<file path="config.mk">
export PLATFORM = sky130hd
export DESIGN_NAME = shape_display_ctrl
export DESIGN_NICKNAME = d
export VERILOG_FILES = /design/src/rtl/shape_pkg.sv /design/src/rtl/shape_sat_counter.sv /design/src/rtl/shape_display_ctrl.sv
export SDC_FILE = /design/constraint.sdc
export NUM_CORES = 1
export LEC_CHECK = 0
export CORE_AREA = 2 2 68 70
export DETAILED_ROUTE_END_ITERATION = 7
export DIE_AREA = 0 0 70 72
export GPL_ROUTABILITY_DRIVEN = 1
export PLACE_DENSITY_LB_ADDON = 0.1
export SETUP_SLACK_MARGIN = 0.02
export SKIP_CTS_REPAIR_TIMING = 1
export SLEW_MARGIN = 10
export SYNTH_ARGS = -nofsm -noshare
export SYNTH_HDL_FRONTEND = slang
export SYNTH_SLANG_ARGS = --single-unit
</file>
<file path="constraint.sdc">
create_clock -name clk -period 2.49 [get_ports clk]
set_input_delay 0.3735 -clock clk [delete_from_list [all_inputs] [get_ports clk]]
set_output_delay 0.3735 -clock clk [all_outputs]
set_load 0.01 [all_outputs]
</file>
<file path="src/rtl/shape_pkg.sv">
// Shared types for the shape display controller.
//   shape_t      : label shown on the HEX display, or SH_NONE for blank
//   ctrl_state_t : controller FSM states
//   classify()   : priority encode of the per-frame classifier flags
package shape_pkg;

  typedef enum logic [1:0] {
    SH_NONE     = 2'd0,
    SH_CIRCLE   = 2'd1,
    SH_SQUARE   = 2'd2,
    SH_TRIANGLE = 2'd3
  } shape_t;

  typedef enum logic [1:0] {
    ST_IDLE    = 2'd0,
    ST_CONFIRM = 2'd1,
    ST_SHOW    = 2'd2
  } ctrl_state_t;

  // Circle wins over square, square over triangle, so a frame that
  // matches several shapes still has exactly one class.
  function automatic shape_t classify(input logic c, input logic s, input logic t);
    if (c) return SH_CIRCLE;
    else if (s) return SH_SQUARE;
    else if (t) return SH_TRIANGLE;
    else return SH_NONE;
  endfunction

endpackage

</file>
<file path="src/rtl/shape_sat_counter.sv">
// Saturating up-counter used for the confirm, hold and miss counts.
// Ports:
//   clk, reset : clock and asynchronous active-high reset
//   clr        : restart the count (loads 1 when inc is also set, else 0)
//   inc        : count one event, stops at MAX
//   count      : current count, $clog2(MAX+1) bits
//   at_max     : count has reached MAX
module shape_sat_counter #(
  parameter int MAX = 1,
  localparam int W = $clog2(MAX + 1)
) (
  input  logic         clk,
  input  logic         reset,
  input  logic         clr,
  input  logic         inc,
  output logic [W-1:0] count,
  output logic         at_max
);

  assign at_max = (count == W'(MAX));

  // clr together with inc lets a restart count the current event in one step.
  always_ff @(posedge clk or posedge reset) begin
    if (reset) begin
      count <= '0;
    end else if (clr) begin
      count <= inc ? W'(1) : '0;
    end else if (inc && !at_max) begin
      count <= count + W'(1);
    end
  end

endmodule

</file>
<file path="src/rtl/shape_display_ctrl.sv">
// Turns per-frame classifier results into a stable, flicker-free shape label
// for the HEX display.  A shape must be seen on CONFIRM_FRAMES consecutive
// frames to be shown, stays up at least HOLD_FRAMES frames, and is blanked
// after TIMEOUT_FRAMES consecutive empty frames once the hold has run out.
// Ports:
//   clk, reset                          : clock, asynchronous active-high reset
//   frame_done                          : one-cycle strobe, det_* valid only then
//   det_circle, det_square, det_triangle: classifier flags for this frame
//   clear                               : synchronous return to blank/idle
//   circle, square, triangle            : registered one-hot label (or all 0)
//   label_change                        : one-cycle pulse when the label changes
module shape_display_ctrl
  import shape_pkg::*;
#(
  parameter int CONFIRM_FRAMES = 3,
  parameter int HOLD_FRAMES    = 30,
  parameter int TIMEOUT_FRAMES = 15
) (
  input  logic clk,
  input  logic reset,
  input  logic frame_done,
  input  logic det_circle,
  input  logic det_square,
  input  logic det_triangle,
  input  logic clear,
  output logic circle,
  output logic square,
  output logic triangle,
  output logic label_change
);

  localparam int CONF_W = $clog2(CONFIRM_FRAMES + 1);
  localparam int HOLD_W = $clog2(HOLD_FRAMES + 1);
  localparam int MISS_W = $clog2(TIMEOUT_FRAMES + 1);

  localparam logic [CONF_W-1:0] CONF_LAST = CONF_W'(CONFIRM_FRAMES - 1);
  localparam logic [HOLD_W-1:0] HOLD_MAX  = HOLD_W'(HOLD_FRAMES);
  localparam logic [MISS_W-1:0] MISS_LAST = MISS_W'(TIMEOUT_FRAMES - 1);

  ctrl_state_t state, state_n;
  shape_t      shown, shown_n;
  shape_t      cand, cand_n;
  shape_t      cls;
  shape_t      commit_shape;
  logic        label_change_n;
  logic        do_commit, do_start;

  logic              conf_clr, conf_inc, conf_at_max;
  logic              hold_clr, hold_inc, hold_at_max;
  logic              miss_clr, miss_inc, miss_at_max;
  logic [CONF_W-1:0] conf_cnt;
  logic [HOLD_W-1:0] hold_cnt;
  logic [MISS_W-1:0] miss_cnt;
  logic              conf_done, hold_expired, miss_timeout;

  assign cls = classify(det_circle, det_square, det_triangle);

  // conf_done: this agreeing frame is the last one needed to commit.
  // miss_timeout: this empty frame brings the miss count to the limit.
  assign conf_done    = conf_at_max || (conf_cnt >= CONF_LAST);
  assign hold_expired = hold_at_max || (hold_cnt >= HOLD_MAX);
  assign miss_timeout = miss_at_max || (miss_cnt >= MISS_LAST);

  shape_sat_counter #(.MAX(CONFIRM_FRAMES)) u_conf (
    .clk(clk), .reset(reset), .clr(conf_clr), .inc(conf_inc),
    .count(conf_cnt), .at_max(conf_at_max)
  );

  shape_sat_counter #(.MAX(HOLD_FRAMES)) u_hold (
    .clk(clk), .reset(reset), .clr(hold_clr), .inc(hold_inc),
    .count(hold_cnt), .at_max(hold_at_max)
  );

  shape_sat_counter #(.MAX(TIMEOUT_FRAMES)) u_miss (
    .clk(clk), .reset(reset), .clr(miss_clr), .inc(miss_inc),
    .count(miss_cnt), .at_max(miss_at_max)
  );

  // Next-state logic.  The case statement only decides whether a new
  // candidate starts or a commit happens; those two actions are applied
  // afterwards so every path that reaches them behaves identically.
  always_comb begin
    state_n        = state;
    shown_n        = shown;
    cand_n         = cand;
    label_change_n = 1'b0;
    conf_clr       = 1'b0;
    conf_inc       = 1'b0;
    hold_clr       = 1'b0;
    hold_inc       = 1'b0;
    miss_clr       = 1'b0;
    miss_inc       = 1'b0;
    do_commit      = 1'b0;
    do_start       = 1'b0;
    commit_shape   = cand;

    if (clear) begin
      state_n        = ST_IDLE;
      shown_n        = SH_NONE;
      cand_n         = SH_NONE;
      conf_clr       = 1'b1;
      hold_clr       = 1'b1;
      miss_clr       = 1'b1;
      label_change_n = (shown != SH_NONE);
    end else if (frame_done) begin
      case (state)
        ST_IDLE: begin
          if (cls != SH_NONE) do_start = 1'b1;
        end
        ST_CONFIRM: begin
          if (cls == cand) begin
            if (conf_done) do_commit = 1'b1;
            else conf_inc = 1'b1;
          end else if (cls != SH_NONE) begin
            do_start = 1'b1;
          end else if (shown != SH_NONE) begin
            state_n  = ST_SHOW;
            miss_inc = 1'b1;
          end else begin
            state_n  = ST_IDLE;
            cand_n   = SH_NONE;
            conf_clr = 1'b1;
          end
        end
        ST_SHOW: begin
          hold_inc = 1'b1;
          if (cls == shown) begin
            miss_clr = 1'b1;
          end else if (cls == SH_NONE) begin
            if (hold_expired && miss_timeout) begin
              state_n        = ST_IDLE;
              shown_n        = SH_NONE;
              cand_n         = SH_NONE;
              label_change_n = 1'b1;
              conf_clr       = 1'b1;
              hold_clr       = 1'b1;
              hold_inc       = 1'b0;
              miss_clr       = 1'b1;
            end else begin
              miss_inc = 1'b1;
            end
          end else if (hold_expired) begin
            do_start = 1'b1;
          end
        end
        default: begin
          state_n = ST_IDLE;
          shown_n = SH_NONE;
          cand_n  = SH_NONE;
        end
      endcase

      // A single-frame confirm window means a new shape commits immediately.
      if (do_start) begin
        if (CONFIRM_FRAMES == 1) begin
          do_commit    = 1'b1;
          commit_shape = cls;
        end else begin
          state_n  = ST_CONFIRM;
          cand_n   = cls;
          conf_clr = 1'b1;
          conf_inc = 1'b1;
        end
      end

      if (do_commit) begin
        state_n        = ST_SHOW;
        shown_n        = commit_shape;
        cand_n         = commit_shape;
        conf_clr       = 1'b1;
        conf_inc       = 1'b0;
        hold_clr       = 1'b1;
        hold_inc       = 1'b0;
        miss_clr       = 1'b1;
        miss_inc       = 1'b0;
        label_change_n = (commit_shape != shown);
      end
    end
  end

  // The display outputs are flops decoded from the next label, so they are
  // glitch-free and can never show two shapes at once, even out of reset.
  always_ff @(posedge clk or posedge reset) begin
    if (reset) begin
      state        <= ST_IDLE;
      shown        <= SH_NONE;
      cand         <= SH_NONE;
      circle       <= 1'b0;
      square       <= 1'b0;
      triangle     <= 1'b0;
      label_change <= 1'b0;
    end else begin
      state        <= state_n;
      shown        <= shown_n;
      cand         <= cand_n;
      circle       <= (shown_n == SH_CIRCLE);
      square       <= (shown_n == SH_SQUARE);
      triangle     <= (shown_n == SH_TRIANGLE);
      label_change <= label_change_n;
    end
  end

endmodule

</file>
==> run_1/detail.png <==
The bar under the picture is 10 microns long. Window x 30 to 70, y 0 to 40 microns. Cells in grey, sequential cells in the stronger grey; small squares are vias.
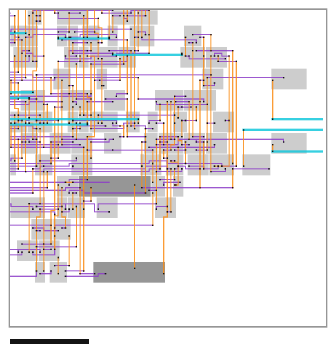
Key: metal 1 = purple; metal 3 = cyan; metal 2 = orange
68 logic cells have their middle in the window. Sequential cells in the window: 2. Netlist names of flops here include cand (2). Most frequent: buf_4 (12), nor2_1 (4), nand2_1 (4).

==> run_1/congestion.png <==
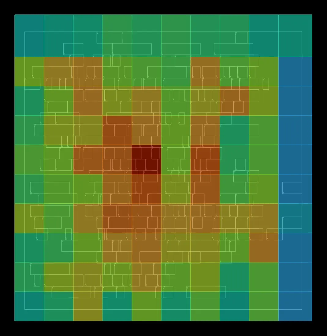
grt peak-use layer: met2
gr usage total: 0.175
Final Util: 0.479
met2 usage: 0.286
Global Route met1 Usage: 0.252

==> run_1/layer_met3.png <==
The bar under the picture is 20 microns long.
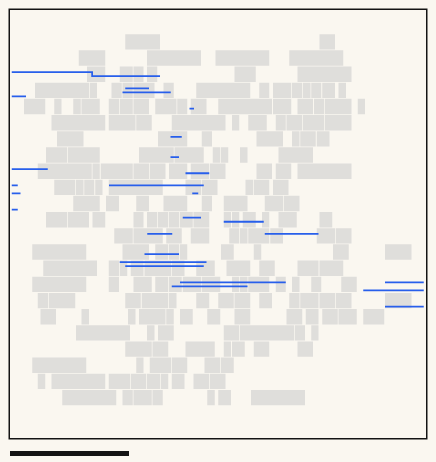
The longest straight run is 17.5 microns. The layer carries 177 microns of wire. The layer holds 4.2% of the routed length. The wires run mostly horizontal.

==> run_1/logic_types.png <==
The bar under the picture is 20 microns long.
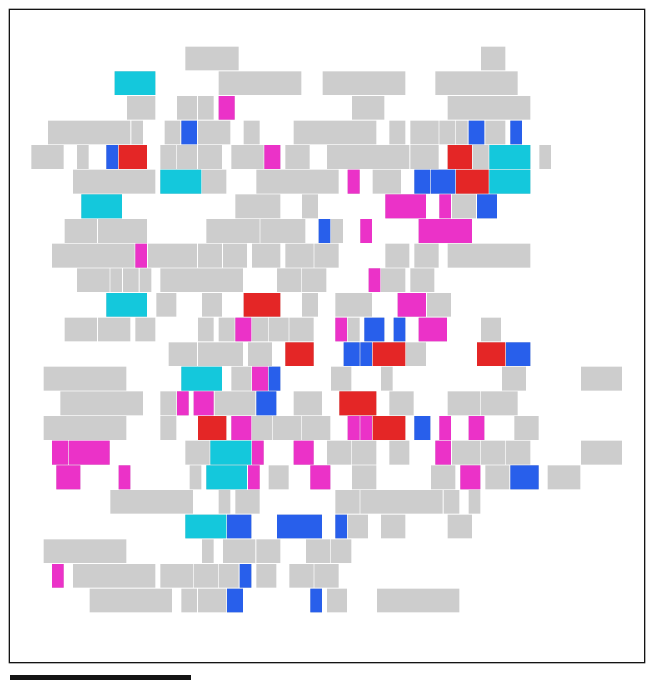
Key: NOR gates = magenta [cells 32, most used nor2_1]; NAND gates = blue [cells 23, most used nand2_1]; AND-OR and OR-AND gates = red [cells 10, most used a31o_2]; adder and majority cells = cyan [cells 10, most used ha_1]

==> run_results.csv, run 1 <==
group,metric,value,unit
floorplan,chip_area,0.00504,sq mm
setup_path,cp.arrival,2.50,ns
layout,signal_buffers,36,
floorplan,fp-row-count,24,
layout,ff_count,21,
global_route,antenna_found_initial,0,
logic_synthesis,yosys_cells,187,
logic_synthesis,netlist.area_leader.share,0.317,
logic_synthesis,netlist_instances,187,
power,pwr-share-clk,0.287,
global_route,grt_pass1_wl,7.20,mm
drt,drtIter0Drc,93,
drt,wl_met2,2.01,mm
logic_synthesis,synth-edff-count,0,
run,maxCapViolCount,0,
clock_network,clk_latency,0.27,ns
layout,mostFrequentLayoutCell,"buf_4",
logic_synthesis,yosysSeqAreaShare,0.317,
layout,drive_above_1_share,0.225,
layout,fin_nets,236,
final_timing,hold_viol,0,
layout,comb_area_share,0.517,
final_timing,fin_ws,0.157,ns
layout,seq_area,526,sq um
clock_network,h-tree-depth,1,
drt,vias_per_cell,5.90,
power,p_int,568,uW
drt,wl_per_cell,15.6,microns
setup_path,cp_max_fo,7,
drt,drc_errors,0,
place,place_area,0.00195,sq mm
setup_path,worstSetupPathType,"in -> reg",
power,comb_power_share,0.275,
logic_synthesis,synth_warnings,0,
layout,largest_register_ffs,5,
run,warnings,32,
floorplan,coreArea,0.00426,sq mm
drt,routed-wl-met3,176,microns
drt,first_pass_iters,4,
status,status,"finished, final reports clean",
layout,nFillCells,421,
layout,top_regs,"u_hold.count (5), u_miss.count (4)",
floorplan,die_x,70,microns
power,powerDensity,407,mW/mm^2
==> run 1: power groups by stage <==
stage	logic (mW)	registers, mW	clock network (mW)
2_1_floorplan	0.141	0.367	0
3_3_place_gp	0.215	0.370	0
3_5_place_dp	0.219	0.371	0
4_1_cts	0.220	0.364	0.238
5_1_grt	0.251	0.366	0.264
6_report	0.228	0.364	0.239
==> run 1: critical path, delay by kind of cell <==
family	cells	cell delay [ns]
buffers and inverters	1	0.47
AND/OR/NAND/NOR	3	1.18
AND-OR/OR-AND	2	0.48
==> run 1: cell families after synthesis <==
group,Yosys count,synth area share
fa+ha+maj,10,0.0756
xor+xnor,2,0.0106
compound gates,52,0.236
simple gates,79,0.289
buf+inv,22,0.0658
flops,21,0.317
mux,1,0.00605
==> run 1 -> run 2 <==
CTS_CLUSTER_DIAMETER = 30   (was not set)
GPL_TIMING_DRIVEN = 1   (was not set)
==> run_2/logic_types.png <==
The bar under the picture is 20 microns long.
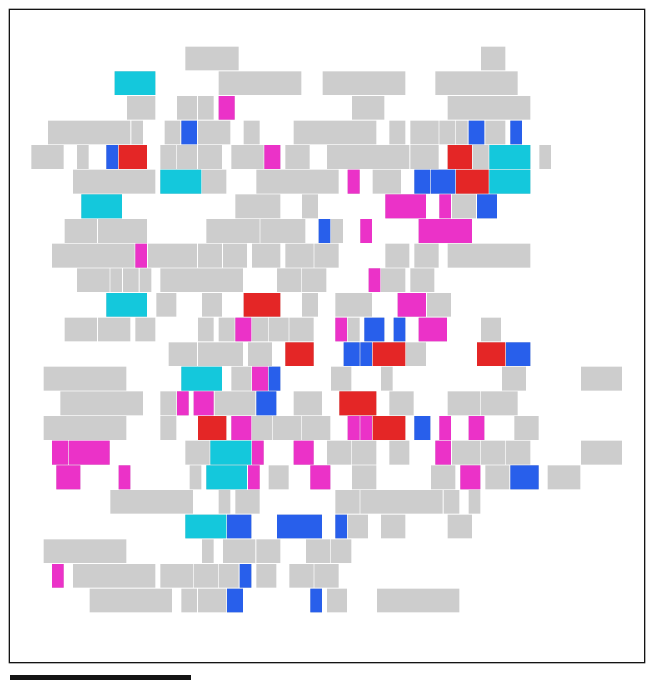
Top cell excl fill/tap: buf_4
post-route insts no fill: 270
logic share of the area: 0.517

==> run_2/layer_met3.png <==
The bar under the picture is 20 microns long.
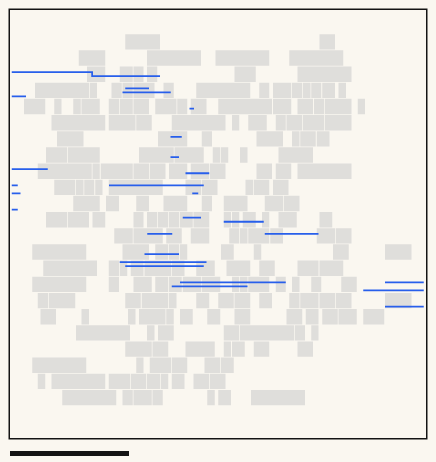
met3 Use GR: 0.0222
vias: 1593

==> run_results.csv, run 2 <==
group,metric,value,unit
power,comb_cell_power,228,uW
clock_network,clk_latency,0.27,ns
setup_path,worstReg2RegEnd,"u_conf.count[0]",
power,powerClk,239,uW
drt,wl_met2,2.01,mm
setup_path,critPathBufInv,1,
final_timing,fin_skew,0.00393,ns
clock_network,cts_root_buf,"clkbuf_8",
drt,drtIter0Drc,93,
run,maxCapViolCount,0,
global_route,grt_use_met2,0.286,
layout,fin_nets,236,
final_timing,fin_ws,0.157,ns
power,comb_power_share,0.275,
place,place_area,0.00195,sq mm
layout,drive_above_1_share,0.225,
final_timing,hold_viol,0,
setup_path,startpoint_type,"input port",
layout,regMostFlops,"u_hold.count",
floorplan,fp-row-count,24,
power,powerDensity,407,mW/mm^2
setup_path,cp_max_fo,7,
run,warnings,32,
logic_synthesis,yosysSeqAreaShare,0.317,
logic_synthesis,synth-edff-count,0,
global_route,track_usage,0.175,
logic_synthesis,synthTopCellsByCount,"dfrtp_1, a21oi_1, nor2_1, inv_1, ha_1",
layout,lay_top_cells,"buf_4, dfrtp_1, nor2_1",
clock_network,h-tree-depth,1,
logic_synthesis,syn_area_per_cell,8.85,sq um
floorplan,coreArea,0.00426,sq mm
drt,vias_per_cell,5.90,
global_route,grt_pass1_vias,1530,
layout,top_regs,"u_hold.count (5), u_miss.count (4)",
drt,routedLengthMet1,2.00,mm
power,p_seq,364,uW
logic_synthesis,netlist_instances,187,
layout,largest_register_ffs,5,
global_route,grt.busiest_layer,"met2",
final_timing,worst-slew-pin-transition,0.824,ns
global_route,antenna_found_initial,0,
layout,nFillCells,421,
power,power-top-group,"sequential cells",
setup_path,cp.arrival,2.50,ns
drt,first_pass_iters,4,
global_route,grt_pass1_wl,7.20,mm
setup_path,max_stage_delay,0.61,ns
drt,routed-wl-met3,176,microns
status,status,"finished, final reports clean",
setup_path,worstSetupPathType,"in -> reg",
power,p_int,568,uW
floorplan,die_x,70,microns
power,p_seq_frac,0.438,
logic_synthesis,netlist.area_leader.share,0.317,
setup_path,path_cells,"clkdlybuf4s50_1 -> or4_4 -> and3_1 -> nor3_1 -> a211oi_1 -> a2111oi_2",
logic_synthesis,syn_area,0.00166,sq mm
setup_path,worstSetupPathDepth,6,
global_route,grtUsageMet1,0.252,
setup_path,path_delay_family,"simple AND/OR/NAND/NOR gates",
power,pwr-share-clk,0.287,
drt,drc_errors,0,
logic_synthesis,synth_warnings,0,
final_timing,drv_slew,0,
layout,fin_util,0.479,
logic_synthesis,yosys_cells,187,
[run 2: cell counts after synthesis]
Identical to the previous run, type by type.
[run 2: final cells by class]
type                            instances  area, sq um  area share
Tap cell                               52         65.1      0.0318
Timing Repair Buffer                   36          300       0.147
Clock inverter                          1         5.00     0.00245
Sequential cell                        21          526       0.257
Multi-Input combinational cell        144         1060       0.517
Clock buffer                            3         41.3      0.0202
Inverter                               13         48.8      0.0239
[run 2: cell families after synthesis]
| group | count (synthesis) | synth area share |
|---|---|---|
| adders and majority gates | 10 | 0.0756 |
| xor gates and xnor gates | 2 | 0.0106 |
| DFF | 21 | 0.317 |
| and+or+nand+nor | 79 | 0.289 |
| buffers and inverters | 22 | 0.0658 |
| muxes | 1 | 0.00605 |
| AOI/OAI and AO/OA | 52 | 0.236 |
Power is estimated from default activity; no workload was simulated.
